### src/rtl/bcd_pkg.sv
`default_nettype none
// ============================================================================
//  Module   : bcd_pkg
//  Purpose  : Shared defaults and FSM state encoding for the binary-to-BCD
//             converter (bin14_to_bcd4) and its digit correction cell.
//  Revision : 1.0 - initial release
// ============================================================================
package bcd_pkg;

    // Default geometry: 14-bit binary in, four BCD digits out, saturate at 9999
    localparam int c_BIN_W   = 14;
    localparam int c_DIGITS  = 4;
    localparam int c_MAX_VAL = 9999;

    // Converter FSM state encoding
    localparam int                c_ST_W     = 2;
    localparam logic [c_ST_W-1:0] c_ST_IDLE  = 2'd0;
    localparam logic [c_ST_W-1:0] c_ST_SHIFT = 2'd1;
    localparam logic [c_ST_W-1:0] c_ST_DONE  = 2'd2;

endpackage
`default_nettype wire

### src/rtl/bcd_digit_adj.sv
`default_nettype none
// ============================================================================
//  Module   : bcd_digit_adj
//  Purpose  : Double-dabble correction for one BCD digit: adds 3 when the
//             digit is 5 or more so the following left shift carries
//             correctly into the next decade.
//  Revision : 1.0 - initial release
// ============================================================================
module bcd_digit_adj
    import bcd_pkg::*;
(
    input  logic [3:0] i_digit,
    output logic [3:0] o_digit
);

    // Pure combinational add-3 correction
    always_comb begin
        o_digit = i_digit;
        if (i_digit >= 4'd5) begin
            o_digit = i_digit + 4'd3;
        end
    end

endmodule
`default_nettype wire

### src/rtl/bin14_to_bcd4.sv
`default_nettype none
// ============================================================================
//  Module   : bin14_to_bcd4
//  Purpose  : Sequential double-dabble binary-to-BCD converter. One bit is
//             shifted per clock; the result is registered on entry to the
//             DONE state together with a saturation flag.
//             Optional feature macro: BCD_LEADING_BLANK_EN adds a registered
//             leading-zero blanking mask output (blank).
//  Revision : 1.0 - initial release
// ============================================================================
module bin14_to_bcd4
    import bcd_pkg::*;
#(
    parameter int BIN_W   = c_BIN_W,
    parameter int DIGITS  = c_DIGITS,
    parameter int MAX_VAL = c_MAX_VAL
)(
    input  logic                bcd_clk_signal,
    input  logic                reset_signal,
    input  logic [BIN_W-1:0]    bin_in,
    input  logic                start,
    output logic                busy,
    output logic                done,
    output logic [4*DIGITS-1:0] bcd_out,
    output logic                overflow
`ifdef BCD_LEADING_BLANK_EN
    ,
    output logic [DIGITS-1:0]   blank
`endif
);

    // Scratch carries one extra digit so full-range inputs never wrap
    localparam int              c_SW         = 4 * (DIGITS + 1);
    localparam int              c_CW         = $clog2(BIN_W + 1);
    localparam logic [c_CW-1:0] c_LAST_SHIFT = c_CW'(BIN_W - 1);

    logic [c_ST_W-1:0]   r_state;
    logic [BIN_W-1:0]    r_bin;
    logic [c_SW-1:0]     r_scratch;
    logic [c_CW-1:0]     r_cnt;
    logic                r_sat;

    logic [c_SW-1:0]     w_adj;
    logic [c_SW-1:0]     w_next_scratch;
    logic                w_sat;
    logic [4*DIGITS-1:0] w_result;

    // One add-3 cell per scratch digit, including the guard digit
    for (genvar d = 0; d <= DIGITS; d++) begin : g_adj
        bcd_digit_adj u_adj (
            .i_digit (r_scratch[4*d +: 4]),
            .o_digit (w_adj[4*d +: 4])
        );
    end

    // Next scratch after correction and one left shift of {scratch, bin}
    assign w_next_scratch = {w_adj[c_SW-2:0], r_bin[BIN_W-1]};

    // Saturate on an over-limit capture, or if the value no longer fits the
    // visible digits (only reachable with a MAX_VAL wider than DIGITS allows)
    assign w_sat = r_sat | w_adj[c_SW-1] | (|w_next_scratch[c_SW-1:4*DIGITS]);

    assign w_result = w_sat ? {DIGITS{4'h9}} : w_next_scratch[4*DIGITS-1:0];

`ifdef BCD_LEADING_BLANK_EN
    logic [DIGITS-1:0] w_blank;
    logic              w_run_zero;

    // Leading-zero mask: a digit blanks only if it and every higher digit
    // are zero; the ones digit always stays visible
    always_comb begin
        w_blank    = '0;
        w_run_zero = 1'b1;
        for (int d = DIGITS - 1; d >= 1; d--) begin
            w_run_zero = w_run_zero & (w_result[4*d +: 4] == 4'h0);
            w_blank[d] = w_run_zero;
        end
    end
`endif

    // Control FSM, shift datapath and registered result outputs
    always_ff @(posedge bcd_clk_signal or posedge reset_signal) begin
        if (reset_signal) begin
            r_state   <= c_ST_IDLE;
            r_bin     <= '0;
            r_scratch <= '0;
            r_cnt     <= '0;
            r_sat     <= 1'b0;
            busy      <= 1'b0;
            done      <= 1'b0;
            bcd_out   <= '0;
            overflow  <= 1'b0;
`ifdef BCD_LEADING_BLANK_EN
            blank     <= '0;
`endif
        end else begin
            done <= 1'b0;
            case (r_state)
                c_ST_IDLE: begin
                    if (start) begin
                        r_bin     <= bin_in;
                        r_scratch <= '0;
                        r_cnt     <= '0;
                        r_sat     <= (32'(bin_in) > MAX_VAL);
                        busy      <= 1'b1;
                        r_state   <= c_ST_SHIFT;
                    end
                end
                c_ST_SHIFT: begin
                    r_scratch <= w_next_scratch;
                    r_bin     <= {r_bin[BIN_W-2:0], 1'b0};
                    r_cnt     <= r_cnt + c_CW'(1);
                    if (r_cnt == c_LAST_SHIFT) begin
                        done     <= 1'b1;
                        bcd_out  <= w_result;
                        overflow <= w_sat;
`ifdef BCD_LEADING_BLANK_EN
                        blank    <= w_blank;
`endif
                        r_state  <= c_ST_DONE;
                    end
                end
                c_ST_DONE: begin
                    busy    <= 1'b0;
                    r_state <= c_ST_IDLE;
                end
                default: begin
                    busy    <= 1'b0;
                    r_state <= c_ST_IDLE;
                end
            endcase
        end
    end

endmodule
`default_nettype wire

### config.mk
export PLATFORM = sky130hd
export DESIGN_NAME = bin14_to_bcd4
export DESIGN_NICKNAME = d
export VERILOG_FILES = /design/src/rtl/bcd_pkg.sv /design/src/rtl/bcd_digit_adj.sv /design/src/rtl/bin14_to_bcd4.sv
export SDC_FILE = /design/constraint.sdc
export NUM_CORES = 1
export LEC_CHECK = 0
export ABC_AREA = 1
export CORE_MARGIN = 5
export CORE_UTILIZATION = 50
export CTS_CLUSTER_DIAMETER = 200
export DETAILED_ROUTE_END_ITERATION = 8
export MAX_ROUTING_LAYER = met4
export PLACE_DENSITY_LB_ADDON = 0.08
export SLEW_MARGIN = 40
export SYNTH_ARGS = -nofsm -noshare
export SYNTH_HDL_FRONTEND = slang
export SYNTH_SLANG_ARGS = --single-unit
### constraint.sdc
create_clock -name bcd_clk_signal -period 1.89 [get_ports bcd_clk_signal]
set_clock_uncertainty 0.15 [all_clocks]
set_input_delay 0.378 -clock bcd_clk_signal [delete_from_list [all_inputs] [get_ports bcd_clk_signal]]
set_output_delay 0.378 -clock bcd_clk_signal [all_outputs]
set_load 0.02 [all_outputs]
==> run_results.csv <==
group,metric,value,unit
cells_and_area,flops,60,
placed_design,dpl_cell_area,3497,um2
cells_and_area,buffers,50,
drt,drc_errors,0,
power_and_ir_drop,comb-power,3.68,mW
drt,wl,6.540,mm
worst_setup_path,critical_path.cell_chain,"buf_4, ha_2, nand2_2, nand3_2, nand2_2, nand2_2, nand2_4, nor2_4, buf_12, nand2_4, o21ai_1",
drt,highest_layer,"met4",
global_routing,grt_use_met1,27.89,%
drt,wl_met1,3.137,mm
floorplanning,taps,75,
power_and_ir_drop,leakage,1.781,nW
synthesis,yosysWarnings,0,
power_and_ir_drop,swShare,42.38,%
synthesis,synth-compound-area-share,14.89,%
worst_setup_path,r2r_slack,0.05,ns
sta,setup_tns,0,ns
cells_and_area,sh_seq_area,39.54,%
global_routing,grt_max_degree,61,
worst_setup_path,cp-endpoint,"bcd_out[14]",
drt,drtAntennaViolNets,0,
cts,post_cts_resized,3,
global_routing,grt_use_met3,3.974,%
global_routing,grt_pass1_vias,2378,
synthesis,most_common_cell,"nand2_1",
sta,worstMarginPinSlew,0.3377,ns
floorplanning,io_pins,36,
sta,fmax,542.1,MHz
global_routing,grt.busiest_layer,"met1",
power_and_ir_drop,power-top-group,"combinational cells",
cells_and_area,clkbuf_count,13,
worst_setup_path,cp_max_fo,6,
floorplanning,die_w,87.13,um
worst_setup_path,worst_path_most_repeated_cell,"nand2_2",
worst_setup_path,worstSetupStartpointType,"flop",
synthesis,ys.flops,60,
placed_design,pre_cts_ws,-0.04372,ns
sta,finalWorstSetupSlack,0.04535,ns
worst_setup_path,slowest_delay,0.41,ns
worst_setup_path,critical_path_required,1.95,ns
placed_design,dpl.cell_count,446,
synthesis,top_cell_area_share,50.48,%
cells_and_area,final-clk-cell-share,4.844,%
worst_setup_path,end_kind,"flop",
sta,hold_ws,0.3204,ns
synthesis,yosys.area.top_type,"dfrtp_1",
sta,max_slew_margin,77.25,%
synthesis,yosysChipArea,2974,um2
synthesis,ys_sh_xor,2.356,%
synthesis,synth.cell_area,2974,um2
drt,routed_via_density,5.077,
floorplanning,die-area,7591,um2
cells_and_area,buf_share,13.71,%
cells_and_area,area_growth,27.68,%
sta,min_period,1.845,ns
cts,cts_root_buf,"clkbuf_8",
synthesis,ys_cells,335,
synthesis,topCellsByArea,"dfrtp_1 (50%), nand2_1 (8.1%), inv_1 (6.4%), ha_1 (5.0%), o21ai_0 (4.4%)",
cells_and_area,nNetsFinal,417,
cts,clkSinkCount,60,
power_and_ir_drop,powerSeq,2.17,mW
cells_and_area,layoutNonFillerInstCount,467,
cells_and_area,finalInstanceArea,3797,um2
cells_and_area,largest_cell_class,"sequential cells",
cells_and_area,sh_comb_area,34.00,%
drt,vias,2371,
outcome,status,"completed",
placed_design,place.gp.congestion,0.7886,
synthesis,synthesis.nets,364,
synthesis,logic_family,"simple AND/OR/NAND/NOR gates",
cts,cts_setup_buffers,2,
cts,clock_path_buffers,2,
cells in the final DEF, fill, tap and decap left out, types with 2 or more instances in the layout:
master and count:
a21oi_1 5, a221oi_1 3, buf_12 4, buf_4 11, clkbuf_1 3, clkbuf_8 10
clkdlybuf4s50_1 32, dfrtp_1 60, dlymetal6s2s_1 3, ha_1 10, ha_2 2, inv_1 47
inv_2 6, nand2_1 57, nand2_2 10, nand2_4 3, nand3_1 11, nand3_2 6
nand4_1 3, nor2_1 7, nor2_2 2, nor2_4 2, nor3_1 3, o211ai_1 10
o21ai_0 24, o21ai_1 13, o22ai_1 19, or2_2 12, xor2_1 7
sequential cells by signal (all words and copies together), names as in the netlist:
register,cells
r_scratch,20
overflow,1
busy,1
r_cnt,4
done,1
r_state,2
r_bin,14
bcd_out,16
r_sat,1
Figure 1. Pin map.
Pins as bars across the die edge, other pins in gray.
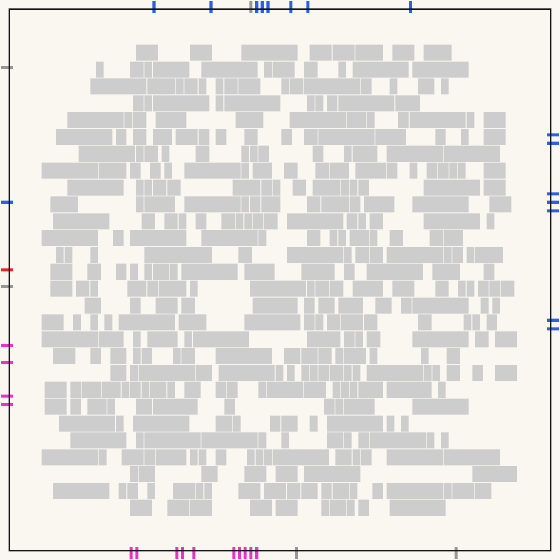
Red marks `busy`, pins 1, direction output, edge left. Blue marks `bcd_out`, pins 16, direction output, edge 8 top, 7 right, 1 left. Magenta marks `bin_in`, pins 14, direction input, edge 10 bottom, 4 left.
Die H: 87.13 um
port bufs: 35

Figure 2. Clock network drawn from the DEF.
The bar under the picture is 20 um long.
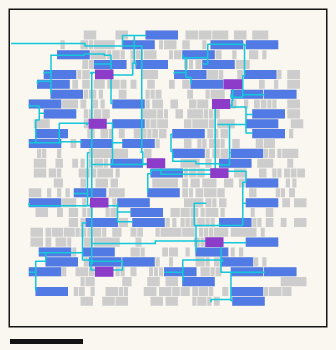
Cyan marks clock wires, length 766 um. Purple marks clock drivers, count 9. Blue marks flip-flops, count 60.
There are 10 routed clock nets.
clock group power: 1.10 mW
Late-Pin Clk Latency: 0.34 ns
Clk pwr share: 15.8%

Figure 3. Placement view.
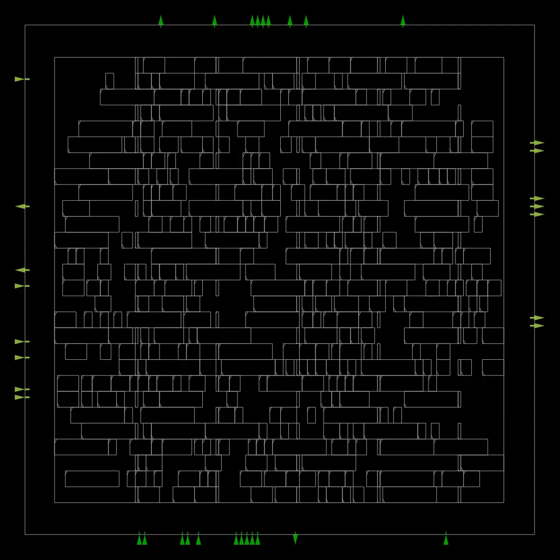
Cell Rows: 28
# fillers: 481

Figure 4. Local utilization.
9 x 9 tiles, from white (low) to dark blue (high), 0 to 100% covered.
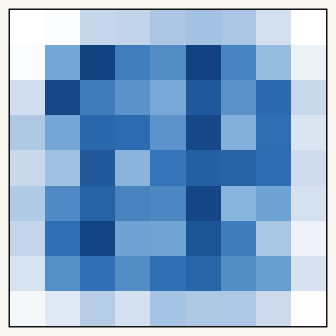
4.9% of the tiles are nearly empty. 21% of the tiles are over 75% full. The fullest tile reaches 93%. The densest ninth of the die: middle. The mean over all tiles is 49%.
Core ar.: 5851 um2
fp util: 50.83%
Util after Layout: 64.91%

Power figures rest on the tool's default switching activity, not on a simulated workload.
